<file path="config.mk">
export PLATFORM = sky130hd
export DESIGN_NAME = iconn_merge_node
export DESIGN_NICKNAME = d
export VERILOG_FILES = /design/src/rtl/iconn_merge_node.sv
export SDC_FILE = /design/constraint.sdc
export NUM_CORES = 1
export LEC_CHECK = 0
export CAP_MARGIN = 20
export CORE_AREA = 3 3 221 223
export DETAILED_ROUTE_END_ITERATION = 10
export DIE_AREA = 0 0 224 226
export PLACE_DENSITY = 0.8
export SLEW_MARGIN = 20
export SYNTH_ARGS = -nofsm -noshare
export SYNTH_HDL_FRONTEND = slang
export SYNTH_SLANG_ARGS = --single-unit
export TNS_END_PERCENT = 20
</file>
<file path="constraint.sdc">
create_clock -name clk -period 5.5 [get_ports clk]
set_clock_uncertainty 0.15 [all_clocks]
set_input_delay 1.1 -clock clk [delete_from_list [all_inputs] [get_ports clk]]
set_output_delay 1.1 -clock clk [all_outputs]
set_load 0.01 [all_outputs]
</file>
<file path="src/rtl/iconn_merge_node.sv">
// Two-port merge node: per-port FIFOs feeding one registered valid/ready output.
// The smallest destination address wins. Define ICONN_MERGE_AGING_EN for starvation aging.
module iconn_merge_node #(
  parameter int PORT_NUM        = 2,
  parameter int NODE_ADDR_WIDTH = 5,
  parameter int DATA_WIDTH      = 64,
  parameter int FIFO_DEPTH      = 4,
  parameter int AGE_LIMIT       = 15
) (
  input  logic                       clk,
  input  logic                       rst_n,
  input  logic [DATA_WIDTH-1:0]      in_data  [0:PORT_NUM-1],
  input  logic [NODE_ADDR_WIDTH-1:0] in_addr  [0:PORT_NUM-1],
  input  logic [PORT_NUM-1:0]        in_valid,
  output logic [PORT_NUM-1:0]        in_ready,
  output logic [DATA_WIDTH-1:0]      out_data,
  output logic [NODE_ADDR_WIDTH-1:0] out_addr,
  output logic                       out_port,
  output logic                       out_valid,
  input  logic                       out_ready
);

  localparam int PTR_W = $clog2(FIFO_DEPTH);
  localparam int CNT_W = PTR_W + 1;
  localparam logic [CNT_W-1:0] DEPTH_CNT = CNT_W'(FIFO_DEPTH);

  logic [PORT_NUM-1:0]        push;
  logic [PORT_NUM-1:0]        pop;
  logic [PORT_NUM-1:0]        hv;
  logic [PORT_NUM-1:0]        full;
  logic [DATA_WIDTH-1:0]      head_data [0:PORT_NUM-1];
  logic [NODE_ADDR_WIDTH-1:0] head_addr [0:PORT_NUM-1];
  logic                       sel_addr;
  logic                       sel;
  logic                       load;

  assign push     = in_valid & ~full;
  assign in_ready = ~full;
  assign load     = (|hv) && (!out_valid || out_ready);

  for (genvar p = 0; p < PORT_NUM; p++) begin : g_fifo
    logic [DATA_WIDTH-1:0]      mem_data [0:FIFO_DEPTH-1];
    logic [NODE_ADDR_WIDTH-1:0] mem_addr [0:FIFO_DEPTH-1];
    logic [PTR_W-1:0]           wr_ptr;
    logic [PTR_W-1:0]           rd_ptr;
    logic [CNT_W-1:0]           count;

    assign pop[p]       = load && (sel == 1'(p));
    assign full[p]      = (count == DEPTH_CNT);
    assign hv[p]        = (count != '0);
    assign head_data[p] = mem_data[rd_ptr];
    assign head_addr[p] = mem_addr[rd_ptr];

    always_ff @(posedge clk) begin
      if (push[p]) begin
        mem_data[wr_ptr] <= in_data[p];
        mem_addr[wr_ptr] <= in_addr[p];
      end
    end

    // Pointers wrap naturally because the depth is a power of two.
    always_ff @(posedge clk or negedge rst_n) begin
      if (!rst_n) begin
        wr_ptr <= '0;
        rd_ptr <= '0;
        count  <= '0;
      end else begin
        if (push[p]) wr_ptr <= wr_ptr + PTR_W'(1);
        if (pop[p])  rd_ptr <= rd_ptr + PTR_W'(1);
        case ({push[p], pop[p]})
          2'b10:   count <= count + CNT_W'(1);
          2'b01:   count <= count - CNT_W'(1);
          default: count <= count;
        endcase
      end
    end
  end

  // Equal addresses resolve to port 1.
  assign sel_addr = !hv[0] ? 1'b1 :
                    !hv[1] ? 1'b0 :
                    (head_addr[0] < head_addr[1]) ? 1'b0 : 1'b1;

`ifdef ICONN_MERGE_AGING_EN
  localparam int AGE_W = $clog2(AGE_LIMIT + 1);
  localparam logic [AGE_W-1:0] AGE_MAX = AGE_W'(AGE_LIMIT);

  logic [PORT_NUM-1:0] aged;

  for (genvar p = 0; p < PORT_NUM; p++) begin : g_age
    logic [AGE_W-1:0] age;

    assign aged[p] = hv[p] && (age == AGE_MAX);

    always_ff @(posedge clk or negedge rst_n) begin
      if (!rst_n) begin
        age <= '0;
      end else if (load) begin
        if (sel == 1'(p))
          age <= '0;
        else if (hv[p] && (age != AGE_MAX))
          age <= age + AGE_W'(1);
      end
    end
  end

  // A starved port overrides the address rule; port 0 wins if both are starved.
  assign sel = aged[0] ? 1'b0 : aged[1] ? 1'b1 : sel_addr;
`else
  localparam int unused_age_limit = AGE_LIMIT;

  assign sel = sel_addr;
`endif

  // Output register: load on a free slot, clear once the held flit is taken.
  always_ff @(posedge clk or negedge rst_n) begin
    if (!rst_n) begin
      out_data  <= '0;
      out_addr  <= '0;
      out_port  <= 1'b0;
      out_valid <= 1'b0;
    end else if (load) begin
      out_data  <= head_data[sel];
      out_addr  <= head_addr[sel];
      out_port  <= sel;
      out_valid <= 1'b1;
    end else if (out_ready) begin
      out_valid <= 1'b0;
    end
  end

endmodule
</file>
### Clock network drawn from the DEF, run 1

The bar under the picture is 50 um long.
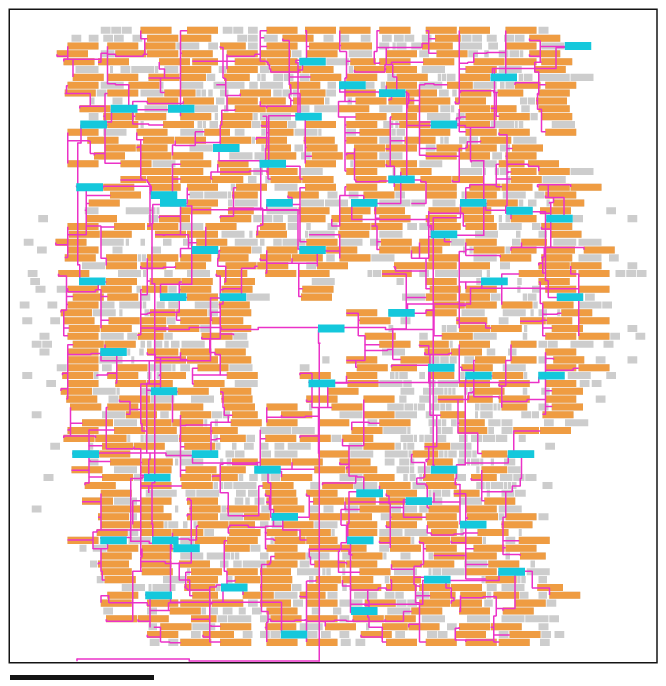
Key: cells driving clock nets = cyan [count 57]; clock wires = magenta [length 6,470 um]; flip-flops = orange [count 637]
Position of the flops: widely spread. There are 58 routed clock nets.

### I/O pins on the die edge, run 1

Pins as bars across the die edge, other pins in gray.
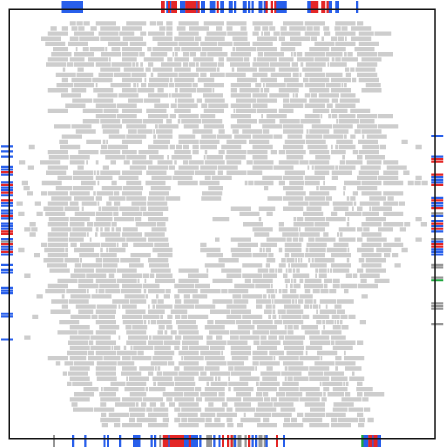
Key: in_data = blue [pins 128, direction input, edge 48 top, 33 bottom, 31 left, 16 right]; in_valid = green [pins 2, direction input, edge 1 right, 1 bottom]; out_data = red [pins 64, direction output, edge 24 top, 21 bottom, 10 right, 9 left]
All pins by edge: 72 top, 67 bottom, 41 left, 36 right.
Port Buffers: 215
chip width: 224 um

==> out/qor.csv, run 1 <==
stage,metric,value,unit
run_status,status,finished clean,
route,dr_total_vias,12000,
hold_path,holdPathEnd,out_data[61]$_DFFE_PN0P_,
final_layout,area.combinational,4720,um^2
route,totalWireLength,53.30,mm
route,drc,0,
synth,enable_flop_cells,552,
synth,ys_sh_xor,0.4390,%
final_layout,final_design_area_no_fill,28830,um^2
synth,ys_async_sr_fraction,13.34,%
floorplanning,placement_rows,79,
final_timing,finalCriticalPeriod,3.846,ns
setup_path,critPathTopFamily,adder cells,
final_timing,min_period_over_period,69.93,%
floorplanning,tap-cell-count,607,
final_layout,n_all_inverters,82,
global_routing,initial_antenna_violation_count,10,
placed_design,preCtsSetupSlack,1.622,ns
final_layout,synthToLayoutAreaGrowth,20.44,%
clock_network,cts_tree,built,
final_timing,timing.fmax,260.0,MHz
clock_network,cts.repair_timing.setup_buffer_count,0,
route,met1Wirelength,21.04,mm
global_routing,grt.met2_usage,35.81,%
final_timing,fin_ws,1.654,ns
synth,synth.cellmix.simpleShare,0.7840,%
final_layout,comb.multi_input.count,350,
global_routing,global_route.usage.total,21.32,%
final_timing,final-max-slew-violation-count,0,
power_and_ir_drop,pwr.group.combinational,0.00492,W
floorplanning,core-area,46750,um^2
placed_design,cell_count_post_placement,1908,
final_layout,final-clk-cell-share,7.074,%
route,met2_length,26.90,mm
setup_path,critical_path_launch_point_type,flop,
placed_design,place_area,26780,um^2
final_timing,fin_setup_tns,0,ns
route,drt-pass1-iter-count,5,
route,vias_per_cell,5.945,
final_timing,setup_viol_count_final,0,
final_layout,finish.utilization,61.67,%
setup_path,r2r_cells,13,
power_and_ir_drop,design_power_total,0.01625,W
### Wiring by layer, run 1

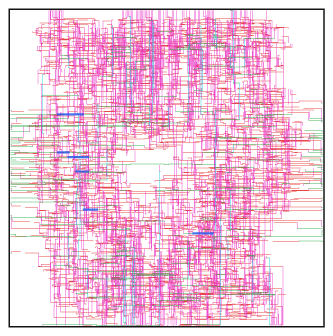
Key: met2 = magenta [wire length 26.9 mm]; met3 = green [wire length 3,740 um]; met1 = red [wire length 21.0 mm]; met4 = cyan [wire length 1,550 um]; met5 = blue [wire length 69.9 um]

## Run 2: what changed since run 1
clock period = 3.8 ns   (was 5.5 ns; I/O delays follow)
==> run 2 against run 1 <==
Effect of this change: fmax grew 12%; largest cell class unchanged; first-iteration DRC count up 5.1%; sequential power grew 42%; clock power up 52%; critical path depth fell by 6; non-clock buffer count increased by 15.
==> out/qor.csv, run 2 <==
stage,metric,value,unit
final_layout,area.combinational,4720,um^2
final_layout,reg.largest.list,"g_fifo.mem_data (512), out_data (64), g_fifo.mem_addr (40)",
final_timing,setup_viol_count_final,0,
setup_path,critical_path_launch_point_type,flop,
synth,enable_flop_cells,552,
final_timing,fin_ws,0.3642,ns
route,totalWireLength,54.52,mm
final_timing,final-max-slew-violation-count,0,
global_routing,global_route.usage.total,22.02,%
run_status,status,finished clean,
synth,syn-instance-count,1129,
clock_network,cts.repair_timing.setup_buffer_count,0,
route,met1Wirelength,21.63,mm
setup_path,r2r_cells,7,
power_and_ir_drop,p_clk_share,26.5,%
floorplanning,placement_rows,79,
synth,synth.mux.area_fraction,13.03,%
route,drc,0,
final_layout,mostFrequentLayoutCell,sky130_fd_sc_hd__edfxtp_1,
final_layout,final-clk-cell-share,7.473,%
route,drt-pass1-iter-count,6,
setup_path,cp_cell_sequence,"buf_4, mux4_2, nor2b_4, o21a_2, o21ai_4, buf_4, o21ai_0",
setup_path,critPathTopFamily,buffers and inverters,
synth,ys_async_sr_fraction,13.34,%
placed_design,preCtsSetupSlack,0.4052,ns
route,dr_total_vias,12300,
power_and_ir_drop,design_power_total,0.02412,W
placed_design,place_area,27040,um^2
route,vias_per_cell,5.994,
power_and_ir_drop,p_comb_share,31.7,%
final_layout,final_design_area_no_fill,29250,um^2
route,route.met3.wl,4.164,mm
placed_design,numPortBuffers,215,
power_and_ir_drop,pwr.group.combinational,0.00766,W
final_timing,worstMarginPinSlew,1.038,ns
setup_path,worst_r2r_startpoint,g_fifo[1].rd_ptr[1]$_DFFE_PN0P_,
global_routing,grt.met2_usage,35.69,%
floorplanning,die_x,224,um
route,met2_length,27.02,mm
clock_network,worstSkewPairLatency,0.59,ns
global_routing,initial_antenna_violation_count,11,
route,wire_per_inst,26.57,um
final_timing,min_period_over_period,90.42,%
power_and_ir_drop,max-vdd-ir-drop,0.9228,mV
global_routing,globalRouteMet1Util,29.37,%
final_layout,comb.multi_input.count,350,
placed_design,cell_count_post_placement,1923,
final_timing,rsz0062_at_grt,false,
final_timing,timing.fmax,291.0,MHz
synth,synth.cellmix.simpleShare,0.7840,%
final_layout,n_all_inverters,82,
clock_network,cts_tree,built,
final_layout,synthToLayoutAreaGrowth,22.19,%
final_timing,fin_setup_tns,0,ns
setup_path,critical_path_arrival,3.69,ns
final_timing,finalCriticalPeriod,3.436,ns
floorplanning,floorplanUtilization,51.20,%
synth,ys_sh_xor,0.4390,%
### Cells colored by class, run 2

Fill, decap, tap and diode cells in gray.
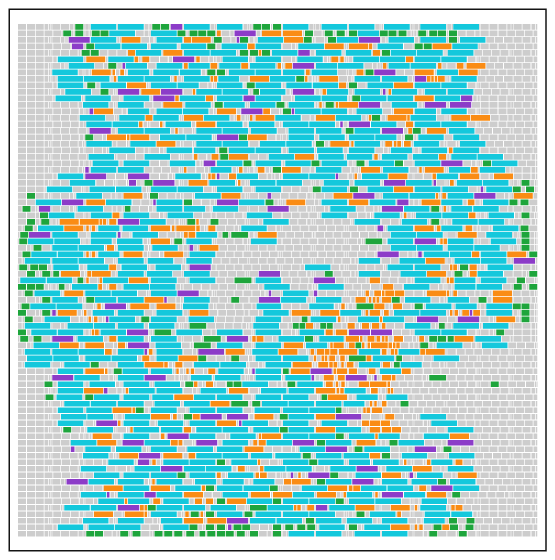
Key: flip-flops = cyan [cells 637, share of their area 66%]; other buffers and delay cells = green [cells 247, share of their area 8.9%]; clock drivers and dummy loads = purple [cells 121, share of their area 7.7%]; all other logic = orange [cells 432, share of their area 18%]

### Placement view, run 2

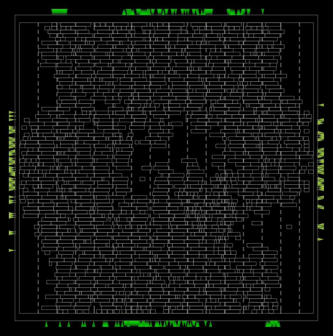
register share of the cell area: 63.99%
area of the core: 46,750 um^2
number of tap cells inserted: 607
final std cells w/o fill: 2,052
final design utilization: 62.56%

### Clock network drawn from the DEF, run 2

The bar under the picture is 50 um long.
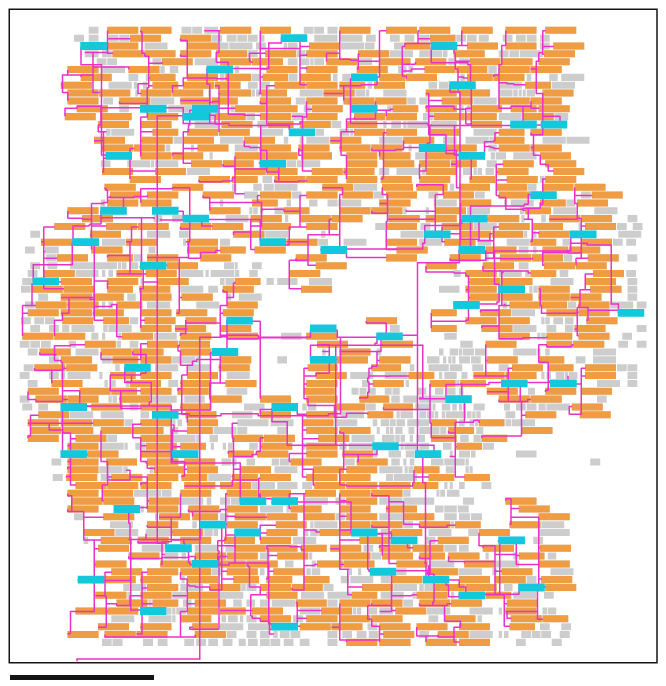
Key: clock wires = magenta [length 6,910 um]; cells driving clock nets = cyan [count 66]; flip-flops = orange [count 637]
Position of the flops: widely spread. There are 67 routed clock nets.

## Run 3: what changed since run 2
CORE_AREA = 3 3 209 211   (was 3 3 221 223)
DIE_AREA = 0 0 212 214   (was 0 0 224 226)
PLACE_DENSITY = 0.87   (was 0.8)
==> run 3 against run 2 <==
Effect of this change: setup slack gained 0.046 ns; utilization is 6.3 points higher; combinational power shrank 2%; highest routed layer unchanged.
==> out/qor.csv, run 3 <==
stage,metric,value,unit
clock_network,cts_repair_resize_count,0,
final_layout,n_clock_buffer,82,
synth,yosysCellCount,1129,
placed_design,place_area,26900,um^2
final_timing,final-max-slew-violation-count,0,
power_and_ir_drop,pwr.group.combinational,0.00749,W
clock_network,cts_made_buffers,60,
route,route.met3.wl,4.391,mm
final_timing,fin_setup_tns,0,ns
floorplanning,tap-cell-count,539,
final_layout,area.combinational,4720,um^2
global_routing,global_route.usage.total,24.61,%
placed_design,cell_count_post_placement,1851,
synth,synthTopCellsByCount,"552 x sky130_fd_sc_hd__edfxtp_1, 138 x sky130_fd_sc_hd__mux4_2, 85 x sky130_fd_sc_hd__dfrtp_1",
final_layout,finish.cell_count_without_fillers,1974,
final_layout,layout.nets,1534,
setup_path,worst_r2r_startpoint,g_fifo[0].rd_ptr[0]$_DFFE_PN0P_,
power_and_ir_drop,max-vdd-ir-drop,1.151,mV
clock_network,cts.repair_timing.setup_buffer_count,0,
clock_network,worstSkewPairLatency,0.61,ns
global_routing,grt.met2_usage,41.70,%
route,dr_total_vias,12140,
global_routing,initial_antenna_violation_count,12,
synth,synth.cellmix.simpleShare,0.7840,%
run_status,status,finished clean,
final_layout,reg.largest.list,"g_fifo.mem_data (512), out_data (64), g_fifo.mem_addr (40)",
route,routed.top_layer,met5,
setup_path,cp_cell_sequence,"mux4_2, ha_1, a21oi_1, o21a_1, o21a_2, o21ai_4, inv_2, ha_1, inv_1, fa_1, xor2_1, nor2_1, xor2_1",
floorplanning,core-area,41950,um^2
final_timing,finalCriticalPeriod,3.390,ns
global_routing,largest_net_degree_at_the_start_of_global_routing,71,
global_routing,globalRouteMet1Util,31.94,%
setup_path,startpoint,g_fifo[0].rd_ptr[0]$_DFFE_PN0P_,
placed_design,place.detailed.hpwl,32.34,mm
route,met2_length,28.53,mm
power_and_ir_drop,sequentialPower,0.0102,W
clock_network,cts_tree,built,
synth,ys_sh_xor,0.4390,%
floorplanning,placement_rows,75,
setup_path,critical_path_launch_point_type,flop,
final_layout,final_design_area_no_fill,28880,um^2
synth,ys_async_sr_fraction,13.34,%
hold_path,holdPathEnd,g_fifo[1].count[2]$_DFFE_PN0P_,
floorplanning,floorplanUtilization,57.07,%
final_layout,comb.multi_input.count,350,
final_timing,timing.fmax,295.0,MHz
power_and_ir_drop,p_comb_share,31.9,%
final_layout,n_all_inverters,82,
route,vias_per_cell,6.151,
final_layout,mostFrequentLayoutCell,sky130_fd_sc_hd__edfxtp_1,
route,drt-pass1-iter-count,5,
route,totalWireLength,53.94,mm
final_layout,num_antenna_cells,10,
final_layout,finish.utilization,68.84,%
route,met1Wirelength,19.41,mm
final_timing,fin_ws,0.4101,ns
synth,synth.mux.area_fraction,13.03,%
synth,enable_flop_cells,552,
placed_design,numPortBuffers,215,
final_timing,worstMarginPinSlew,1.013,ns
hold_path,startpoint_of_the_most_critical_hold_path,g_fifo[1].count[2]$_DFFE_PN0P_,
placed_design,preCtsSetupSlack,0.3800,ns
clock_network,cts_max_level,2,
synth,ys_sh_aoi,4.296,%
power_and_ir_drop,p_clk_share,24.8,%
power_and_ir_drop,design_power_total,0.02348,W
setup_path,r2r_cells,13,
floorplanning,top_level_ports,216,
final_timing,min_period_over_period,89.21,%
final_layout,synthToLayoutAreaGrowth,20.62,%
final_layout,final-clk-cell-share,6.707,%
final_timing,setup_viol_count_final,0,
clock_network,clk_transition_reported_paths,0.06,ns
route,wire_per_inst,27.33,um
setup_path,critPathTopFamily,adder cells,
setup_path,r2r-end,g_fifo[0].count[2]$_DFFE_PN0P_,
route,drc,0,
setup_path,critical_path_arrival,3.76,ns
final_layout,area.share.sequential,64.82,%
final_timing,rsz0062_at_grt,false,
### I/O pins on the die edge, run 3

Pins as bars across the die edge, other pins in gray.
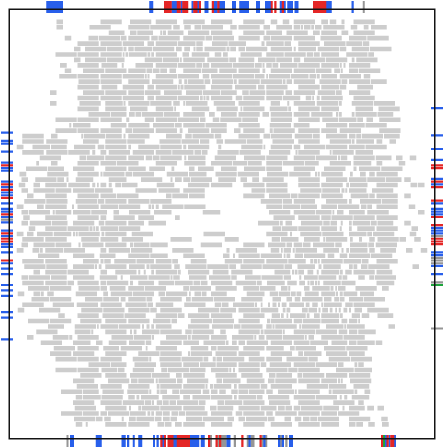
Key: in_data = blue [pins 128, direction input, edge 47 top, 34 bottom, 30 left, 17 right]; in_valid = green [pins 2, direction input, edge 1 right, 1 bottom]; out_data = red [pins 64, direction output, edge 24 top, 21 bottom, 10 right, 9 left]
All pins by edge: 72 top, 70 bottom, 40 left, 34 right.
die height: 214 um
chip width: 212 um

### Wiring by layer, run 3

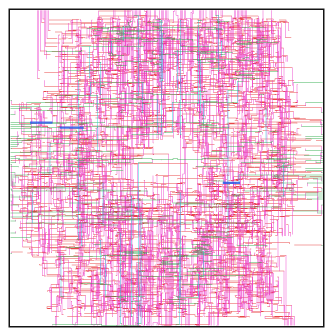
Key: met4 = cyan [wire length 1,570 um]; met3 = green [wire length 4,390 um]; met2 = magenta [wire length 28.5 mm]; met5 = blue [wire length 38.6 um]; met1 = red [wire length 19,400 um]

### Cells colored by class, run 3

Fill, decap, tap and diode cells in gray.
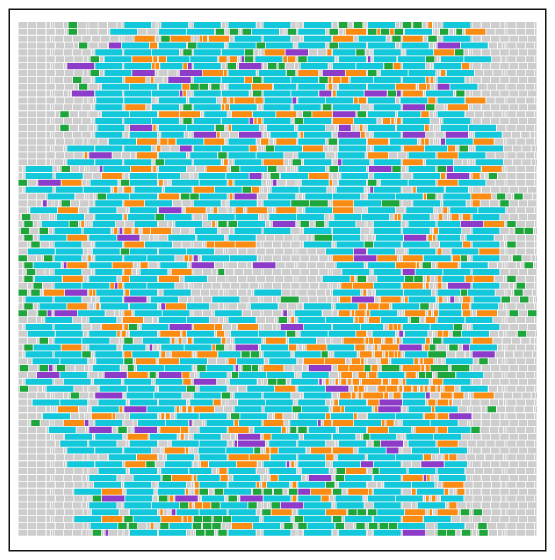
Key: clock drivers and dummy loads = purple [cells 112, share of their area 6.9%]; all other logic = orange [cells 432, share of their area 18%]; other buffers and delay cells = green [cells 244, share of their area 8.9%]; flip-flops = cyan [cells 637, share of their area 66%]

Power figures rest on the tool's default switching activity, not on a simulated workload.
